**Run 1: routed metal, one colour a layer**

Scale bar: 10 um. Two of the layers only.
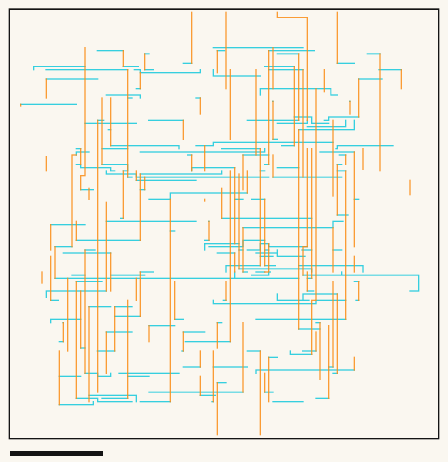
**Run 1: met3 routing**

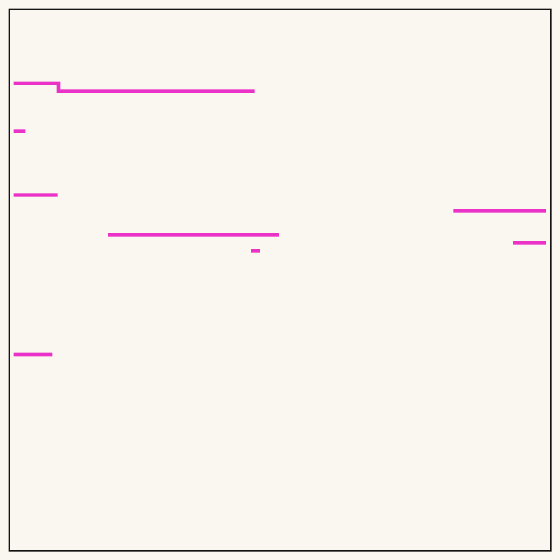
**Run 1: signal wires on met2**

Scale bar: 10 um.
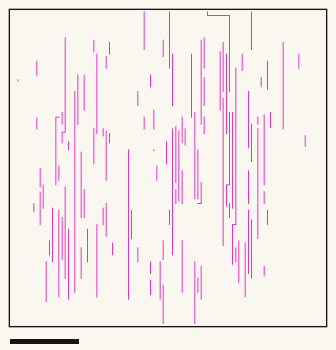
### src/rtl/vga_pkg.sv
// rtl/vga_pkg.sv - slot phase constants, arbiter state encoding and strobe decode
//
// Purpose: shared definitions for vram_arbiter and vram_slot_counter.
// Ports: none (package).
// Optional feature macro: VRAM_BLANK_FREE_EN. When defined, the CPU may also
// use phases 0-3 of a slot whose latched blank is high, and no video window
// opens in that slot.
package vga_pkg;

  localparam logic [2:0] VID_FIRST       = 3'd0;
  localparam logic [2:0] VID_LAST        = 3'd2;
  localparam logic [2:0] TURN            = 3'd3;  // turnaround: idle decode leaves every strobe high
  localparam logic [2:0] CPU_START       = 3'd4;
  localparam logic [2:0] BLANK_CPU_START = 3'd0;
  localparam logic [2:0] LAST_PHASE      = 3'd7;

`ifdef VRAM_BLANK_FREE_EN
  localparam bit BLANK_FREE = 1'b1;
`else
  localparam bit BLANK_FREE = 1'b0;
`endif

  typedef enum logic [2:0] {
    IDLE    = 3'd0,
    SETUP   = 3'd1,
    STROBE1 = 3'd2,
    STROBE2 = 3'd3,
    HOLD    = 3'd4
  } arb_state_e;

  // All bus controls in one bundle so the top can register them together.
  typedef struct packed {
    logic vga_oe_n;
    logic cpu_oe_n;
    logic ce_n;
    logic oe_n;
    logic we_n;
    logic ack;
  } vram_ctl_t;

  localparam vram_ctl_t CTL_IDLE = '{1'b1, 1'b1, 1'b1, 1'b1, 1'b1, 1'b0};

  // Bus controls for a given cycle. A CPU access takes precedence; otherwise
  // the video window is open on its phases unless the slot is blank-free.
  function automatic vram_ctl_t decode_ctl(arb_state_e st, logic [2:0] phase,
                                           logic blank_l, logic sync, logic we);
    vram_ctl_t c;
    c = CTL_IDLE;
    if (sync) begin
      case (st)
        SETUP: begin
          c.cpu_oe_n = 1'b0;
          c.ce_n     = 1'b0;
        end
        STROBE1, STROBE2: begin
          c.cpu_oe_n = 1'b0;
          c.ce_n     = 1'b0;
          if (we) c.we_n = 1'b0;
          else    c.oe_n = 1'b0;
        end
        HOLD: begin
          c.cpu_oe_n = 1'b0;
          c.ce_n     = 1'b0;
          c.ack      = 1'b1;
        end
        default: begin
          if (((phase - VID_FIRST) <= (VID_LAST - VID_FIRST)) && !(BLANK_FREE && blank_l)) begin
            c.vga_oe_n = 1'b0;
            c.ce_n     = 1'b0;
            c.oe_n     = 1'b0;
          end
        end
      endcase
    end
    return c;
  endfunction

endpackage

### src/rtl/vram_slot_counter.sv
// rtl/vram_slot_counter.sv - 8-pixel slot phase counter with sync flag and resync detect
//
// Ports:
//   pclk, rst  : pixel clock, synchronous active-high reset
//   shload_n   : slot marker, low on the last pixel of a slot
//   phase_d    : phase the next cycle will have (0 after a marker)
//   sync_d     : sync flag value for the next cycle
//   resync     : marker seen at a phase other than 7 after sync
module vram_slot_counter (
  input  logic       pclk,
  input  logic       rst,
  input  logic       shload_n,
  output logic [2:0] phase_d,
  output logic       sync_d,
  output logic       resync
);
  import vga_pkg::*;

  logic [2:0] phase_q;
  logic       sync_q;

  always_comb begin
    phase_d = shload_n ? (phase_q + 3'd1) : 3'd0;
    sync_d  = sync_q | ~shload_n;
    // The very first marker only establishes sync; it is never a resync.
    resync  = ~shload_n & sync_q & (phase_q != LAST_PHASE);
  end

  always_ff @(posedge pclk) begin
    if (rst) begin
      phase_q <= 3'd0;
      sync_q  <= 1'b0;
    end else begin
      phase_q <= phase_d;
      sync_q  <= sync_d;
    end
  end

endmodule

### src/rtl/vram_arbiter.sv
// rtl/vram_arbiter.sv - VRAM arbiter between video fetch and Z180 CPU accesses
//
// Ports:
//   pclk, rst          : pixel clock, synchronous active-high reset
//   shload_n, blank    : slot marker and registered blank from the timing generator
//   cpu_req, cpu_we    : CPU level request (held until ack) and write select
//   cpu_ack            : one-cycle completion pulse
//   cpu_wait_n         : Z180 WAIT, low while a request is unserved
//   vga_oe_n, cpu_oe_n : address/data buffer enables (video / CPU)
//   vram_ce_n/oe_n/we_n: SRAM strobes
// Optional feature macro: VRAM_BLANK_FREE_EN (see vga_pkg).
module vram_arbiter (
  input  logic pclk,
  input  logic rst,
  input  logic shload_n,
  input  logic blank,
  input  logic cpu_req,
  input  logic cpu_we,
  output logic cpu_ack,
  output logic cpu_wait_n,
  output logic vga_oe_n,
  output logic cpu_oe_n,
  output logic vram_ce_n,
  output logic vram_oe_n,
  output logic vram_we_n
);
  import vga_pkg::*;

  logic [2:0] phase_d;
  logic       sync_d;
  logic       resync;

  arb_state_e state_q, state_d;
  logic       blank_l_q, blank_l_d;
  logic       we_l_q, we_l_d;
  logic       acked_q, acked_d;
  logic       pending, start_phase;
  vram_ctl_t  ctl_q, ctl_d;

  vram_slot_counter u_slot (
    .pclk     (pclk),
    .rst      (rst),
    .shload_n (shload_n),
    .phase_d  (phase_d),
    .sync_d   (sync_d),
    .resync   (resync)
  );

  // Everything is computed for the upcoming cycle (phase_d) so the registered
  // outputs line up with the phase they belong to.
  always_comb begin
    blank_l_d   = shload_n ? blank_l_q : blank;
    pending     = cpu_req & ~acked_q & sync_d;
    start_phase = (phase_d == CPU_START) |
                  (BLANK_FREE & blank_l_d & (phase_d == BLANK_CPU_START));

    state_d = state_q;
    case (state_q)
      IDLE:    if (pending && start_phase) state_d = SETUP;
      SETUP:   state_d = STROBE1;
      STROBE1: state_d = STROBE2;
      STROBE2: state_d = HOLD;
      HOLD:    state_d = IDLE;
      default: state_d = IDLE;
    endcase
    // A resync drops any access in flight; the request stays pending and is
    // retried at the next start phase of the realigned slot.
    if (resync) state_d = IDLE;

    we_l_d = (state_q == IDLE && state_d == SETUP) ? cpu_we : we_l_q;

    // acked blocks a second access until the CPU has released its request.
    if (!cpu_req)              acked_d = 1'b0;
    else if (state_q == HOLD)  acked_d = 1'b1;
    else                       acked_d = acked_q;

    ctl_d = decode_ctl(state_d, phase_d, blank_l_d, sync_d, we_l_d);
  end

  always_ff @(posedge pclk) begin
    if (rst) begin
      state_q   <= IDLE;
      blank_l_q <= 1'b1;
      we_l_q    <= 1'b0;
      acked_q   <= 1'b0;
      ctl_q     <= CTL_IDLE;
    end else begin
      state_q   <= state_d;
      blank_l_q <= blank_l_d;
      we_l_q    <= we_l_d;
      acked_q   <= acked_d;
      ctl_q     <= ctl_d;
    end
  end

  assign cpu_wait_n = ~(cpu_req & ~acked_q);
  assign cpu_ack    = ctl_q.ack;
  assign vga_oe_n   = ctl_q.vga_oe_n;
  assign cpu_oe_n   = ctl_q.cpu_oe_n;
  assign vram_ce_n  = ctl_q.ce_n;
  assign vram_oe_n  = ctl_q.oe_n;
  assign vram_we_n  = ctl_q.we_n;

endmodule

### config.mk
export PLATFORM = sky130hd
export DESIGN_NAME = vram_arbiter
export DESIGN_NICKNAME = d
export VERILOG_FILES = /design/src/rtl/vga_pkg.sv /design/src/rtl/vram_slot_counter.sv /design/src/rtl/vram_arbiter.sv
export SDC_FILE = /design/constraint.sdc
export NUM_CORES = 1
export LEC_CHECK = 0
export ABC_AREA = 1
export CELL_PAD_IN_SITES_DETAIL_PLACEMENT = 1
export CELL_PAD_IN_SITES_GLOBAL_PLACEMENT = 1
export CORE_MARGIN = 2
export CORE_UTILIZATION = 35
export DETAILED_ROUTE_END_ITERATION = 8
export PLACE_DENSITY_LB_ADDON = 0.1
export SLEW_MARGIN = 0
export SYNTH_ARGS = -nofsm -noshare
export SYNTH_HDL_FRONTEND = slang
export SYNTH_SLANG_ARGS = --single-unit
### constraint.sdc
create_clock -name pclk -period 1.8 [get_ports pclk]
set_clock_uncertainty 0.1 [all_clocks]
set_input_delay 0.36 -clock pclk [delete_from_list [all_inputs] [get_ports pclk]]
set_output_delay 0.36 -clock pclk [all_outputs]
set_load 0.005 [all_outputs]
==> reports/qor.yml, run 1 <==
synth.area.top_cells: "dfxtp_1 49%, inv_1 7.9%, nor2_1 5.5%, nand3_2 4.9%, nand2_1 4.9%"
synth-xor-area-share_pct: 0
yosys.area.top_type: "dfxtp_1"
wl_um: 1320
crit_buf_inv: 4
rsz0062_at_grt: "false"
clock_latency_ns: 0.28
cp_max_fo: 2
cts-hold-fix-buffers: 0
min_path_type: "reg2reg"
place_area_sq_um: 773
slowest_stage: "clkdlybuf4s50_1"
io_buffers: 11
synthArstFlopShare_pct: 0
tool_warnings: 27
dr.first_iter.drc_count: 6
fp_nets: 80
ys_ff: 15
viasPerCell: 4.77
cp.depth: 5
common_cells: "15 x dfxtp_1, 13 x inv_1, 9 x nor2_1"
nets: 100
syn_avg_cell_area_sq_um: 8.58
grt_overflow_total: 0
cts_buffers: 3
status: "finished, final reports clean"
cp-startpoint: "cpu_req"
final_cell_area_sq_um: 837
cts_buffer_depth: 2
cp-endpoint: "cpu_wait_n"
r2r_end: "vram_oe_n"
synth.most_common_cell: "dfxtp_1"
synth_cell_types: 18
syn_inst: 72
final_util_pct: 49.6
tritoncts: "yes"
antenna_found_initial: 0
drc: 0
ff_type: "dfxtp_1"
num-fill-cells: 213
finalNonFillerCells: 108
cpLargestDelayFamily: "buffers and inverters"
dpl_worst_slack_ns: -0.109
total_power_w: 0.000600
leakage_nw: 0.353
yosysCellCount: 72
fmax_mhz: 583
netlist.area_leader.share_pct: 48.6
die_height_um: 46.0
synthMuxAreaShare_pct: 0
post-cts-setup-buffers: 0
edf_count: 0
min_period_ns: 1.72
crit_required_ns: 1.34
worstSetupStartpointType: "primary input"
chipArea_sq_um: 2120
firstDrtPassIters: 2
rows: 15
relSlewSlack_pct: 82.4
reg2reg_from: "u_slot.phase_q[0]"
area_growth_pct: 35.4
simple_gate_share_pct: 33.4
setup_violations: 0
fp-utilization_pct: 36.6
grt_pass1_vias: 469
ys_chip_area_sq_um: 618
compound_area_share_pct: 3.85
ir_drop_uv: 391
gp_congestion: 0.711
rrSetupSlack_ns: 0.15
finalHoldViolCount: 0
yosysWarnings: 0
dp.cells: 104
rr_worst_depth: 11
Back to the opening pictures, 'routed metal, one colour a layer':
orange -> met2  # wire length 671 um
cyan -> met1  # wire length 581 um
global-route usage over all layers: 14.0%
vias post-DR: 515
DR WL/cell: 12.2 um

Back to the opening pictures, 'met3 routing':
share of all routed wire = 4.0%
main direction = horizontal

Back to the opening pictures, 'signal wires on met2':
longest straight run = 29.2 um
main direction = vertical
nets with wire on the layer = 89

## run 1: area by class of cell
cell class / count / area, sq um / area share [%]
clock buffers: 4 / 26.3 / 3.14
repair buffers: 16 / 146 / 17.5
multi-input cells: 43 / 293 / 35.0
inverters: 13 / 48.8 / 5.83
flip-flops and latches: 15 / 302 / 36.0
well taps: 17 / 21.3 / 2.54
## run 1: cells in the final DEF (no fill, tap or decap), drive strengths merged, types with 2 or more instances in the layout
cell,Yosys,layout
o21ai,3,3
clkdlybuf4s50,0,10
nor2,12,12
buf,0,5
nand3,4,4
clkbuf,1,4
inv,13,13
nor3,4,4
nand2,12,12
dfxtp,15,15
nand4,3,3
ha,2,2
## run 1: worst min path at each step
stage | cells after the start | end | slack, ns | startpoint
floorplan | 1 | u_slot.phase_q[0] | 0.35 | u_slot.phase_q[0]
global route | 1 | u_slot.phase_q[0] | 0.40 | u_slot.phase_q[0]
global placement | 1 | u_slot.phase_q[0] | 0.37 | u_slot.phase_q[0]
finish | 1 | u_slot.phase_q[0] | 0.38 | u_slot.phase_q[0]
detailed placement | 1 | u_slot.phase_q[0] | 0.39 | u_slot.phase_q[0]
CTS | 1 | u_slot.phase_q[0] | 0.40 | u_slot.phase_q[0]
## run 1: metal layers
metal | wire length [um] | up-vias | GRT usage (%) | share of wire (%)
met5 | 0 | - | 0 | 0
met4 | 13 | 0 | 3.43 | 0.99
met3 | 52 | 2 | 7.14 | 3.9
met2 | 671 | 8 | 22.5 | 51
met1 | 580 | 242 | 16.4 | 44
li1 | - | 263 | - | -
## run 1: report_power, final
group,internal (W),leakage [nW],switching [W]
Sequential,0.000341,0.123,0.00000586
Clock,0.0000860,0.0150,0.000104
Combinational,0.0000347,0.215,0.0000279
Total,0.000462,0.353,0.000138
==> run 2: changes to the inputs <==
--- a/config.mk
+++ b/config.mk
@@ -6,6 +6,7 @@
 export NUM_CORES = 1
 export LEC_CHECK = 0
 export ABC_AREA = 1
+export ABC_CLOCK_PERIOD_IN_PS = 1800
 export CELL_PAD_IN_SITES_DETAIL_PLACEMENT = 1
 export CELL_PAD_IN_SITES_GLOBAL_PLACEMENT = 1
 export CORE_MARGIN = 2
**Run 2: routed metal, one colour a layer**

Scale bar: 10 um. Two of the layers only.
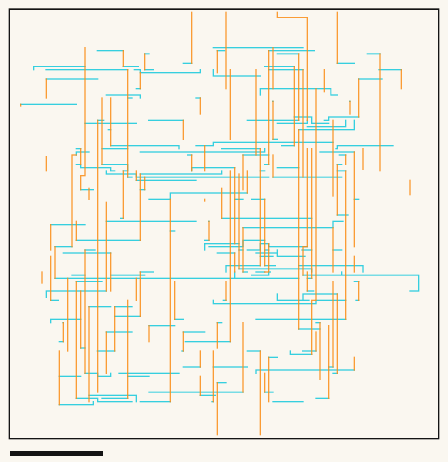
orange -> met2  # wire length 671 um
cyan -> met1  # wire length 581 um
Routed WL: 1320 um

**Run 2: met3 routing**

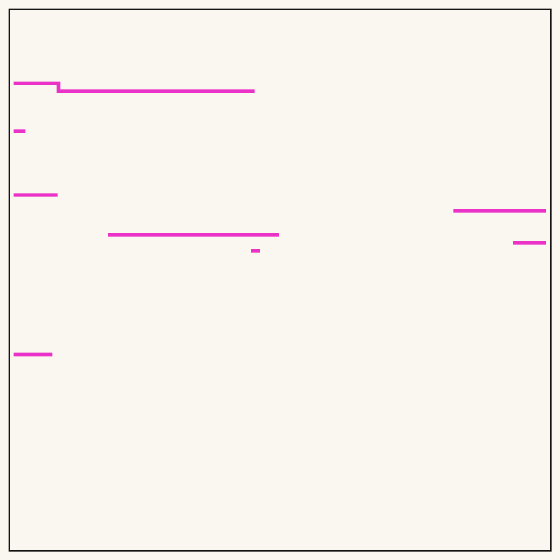
wire length on this layer = 52.7 um
share of all routed wire = 4.0%
nets with wire on the layer = 7
main direction = horizontal
longest straight run = 16.6 um
met3 GRT Util: 7.14%

==> run 2 against run 1 <==
  * Non-clock buffer count unchanged
  * Utilization unchanged
  * Flip-flop count unchanged
  * Design area did not move
  * Cell count did not move
  * Worst setup slack unchanged
  * Via count is the same
  * Largest power group unchanged
  * Critical path depth did not move
  * Global-route usage is the same
  * Critical path type unchanged
  * Synthesized cell count unchanged
  * Worst hold slack is the same
  * Sequential share of layout area did not move
==> reports/qor.yml, run 2 <==
status: "finished, final reports clean"
drc: 0  # unchanged
die_height_um: 46.0  # unchanged
vias: 515  # unchanged
syn_inst: 72  # unchanged
final_cell_area_sq_um: 837  # unchanged
worstSetupStartpointType: "primary input"
synthArstFlopShare_pct: 0  # unchanged
syn_avg_cell_area_sq_um: 8.58  # unchanged
min_period_ns: 1.72  # unchanged
edf_count: 0  # unchanged
synth.most_common_cell: "dfxtp_1"
met2_length_um: 671  # unchanged
netlist.area_leader.share_pct: 48.6  # unchanged
gp_congestion: 0.711  # unchanged
firstDrtPassIters: 2  # unchanged
track_usage_pct: 14.0  # unchanged
synth_cell_types: 18  # unchanged
cts_buffers: 3  # unchanged
finalHoldViolCount: 0  # unchanged
relSlewSlack_pct: 82.4  # unchanged
ys_chip_area_sq_um: 618  # unchanged
num-fill-cells: 213  # unchanged
met2_usage_pct: 22.5  # unchanged
wl_met1_um: 580  # unchanged
cts_buffer_depth: 2  # unchanged
clock_latency_ns: 0.28  # about the same
min_path_type: "reg2reg"
final_layout_top_logic_cells: "14 x dfxtp_1, 11 x inv_1, 10 x clkdlybuf4s50_1"
leakage_nw: 0.353  # unchanged
fp_nets: 80  # unchanged
ys_ff: 15  # unchanged
ir_drop_uv: 391  # unchanged
seqCellArea_sq_um: 302  # unchanged
dr.first_iter.drc_count: 6  # unchanged
yosys.area.top_type: "dfxtp_1"
tool_warnings: 27  # unchanged
tritoncts: "yes"
common_cells: "15 x dfxtp_1, 13 x inv_1, 9 x nor2_1"
core_sq_um: 1690
final_common_cell: "dfxtp_1"
cts-hold-fix-buffers: 0  # unchanged
place_area_sq_um: 773  # unchanged
h-tree-depth: 1
use_met1_pct: 16.4  # unchanged
busiest_layer: "met2"
yosysCellCount: 72  # unchanged
grt_pass1_vias: 469  # unchanged
viasPerCell: 4.77  # unchanged
grt_overflow_total: 0  # unchanged
crit_required_ns: 1.34  # about the same
rows: 15  # unchanged
post-cts-setup-buffers: 0  # unchanged
io_buffers: 11  # unchanged
fmax_mhz: 583  # unchanged
cp_max_fo: 2  # unchanged
rsz0062_at_grt: "false"
chipArea_sq_um: 2120  # unchanged
cts.repair.resized: 2
fp-utilization_pct: 36.6  # unchanged
slowest_stage: "clkdlybuf4s50_1"
total_power_w: 0.000600  # unchanged
comb_area_sq_um: 293  # unchanged
top_layer: "met4"
nets: 100  # unchanged
antenna_found_initial: 0  # unchanged
wl_met3_um: 52  # unchanged
synth.area.top_cells: "dfxtp_1 49%, inv_1 7.9%, nor2_1 5.5%, nand3_2 4.9%, nand2_1 4.9%"
yosysWarnings: 0  # unchanged
area_growth_pct: 35.4  # unchanged
[run 2: cell counts in the layout (fill, tap and decap cells not counted)]
No cell type changed its count.
[run 2: logic make-up (layout without fill, tap and decap cells)]
kind of cell | count (synthesis) | after routing | share of synthesized area, %
adders and majority gates | 2 | 2 | 4.05
buffers and inverters | 14 | 33 | 10.1
AOI/OAI and AO/OA | 4 | 4 | 3.85
and+or+nand+nor | 37 | 37 | 33.4
DFF | 15 | 15 | 48.6
[run 2: worst max-delay path, delay by kind of cell]
family                 cells  cell delay (ns)
buffers and inverters      4             0.81
AND/OR/NAND/NOR            1             0.08
[run 2: final cells by class]
class	instances	share of cell area, %
Clock buffer	4	3.14
Inverter	13	5.83
Multi-Input combinational cell	43	35.0
Sequential cell	15	36.0
Tap cell	17	2.54
Timing Repair Buffer	16	17.5
[run 2: metrics by stage]
step	std cells	hold WS, ns	util (%)	setup slack (ns)
final	108	0.381	49.6	0.0835
after global routing	108	0.398	49.6	0.0235
after CTS	108	0.402	47.3	0.0380
after detailed placement	104	0.389	45.8	-0.109
after global placement	104	0.374	45.8	-0.0872
after floorplan	72	0.346	-	0.207
[run 2: final timing paths]
check	from	endpoint	slack, ns	cells past startpoint
worst max-delay path	cpu_req	cpu_wait_n	0.08	5
worst min-delay path	u_slot.phase_q[0]	u_slot.phase_q[0]	0.38	1
worst max register to register	u_slot.phase_q[0]	vram_oe_n	0.15	11
worst min register to register	u_slot.phase_q[0]	u_slot.phase_q[0]	0.38	1
[run 2: power by group]
group	switching, W	internal [W]	total [W]	leakage (nW)
Sequential	0.00000586	0.000341	0.000347	0.123
Combinational	0.0000279	0.0000347	0.0000626	0.215
Clock	0.000104	0.0000860	0.000190	0.0150
Power and IR drop assume default switching activity.
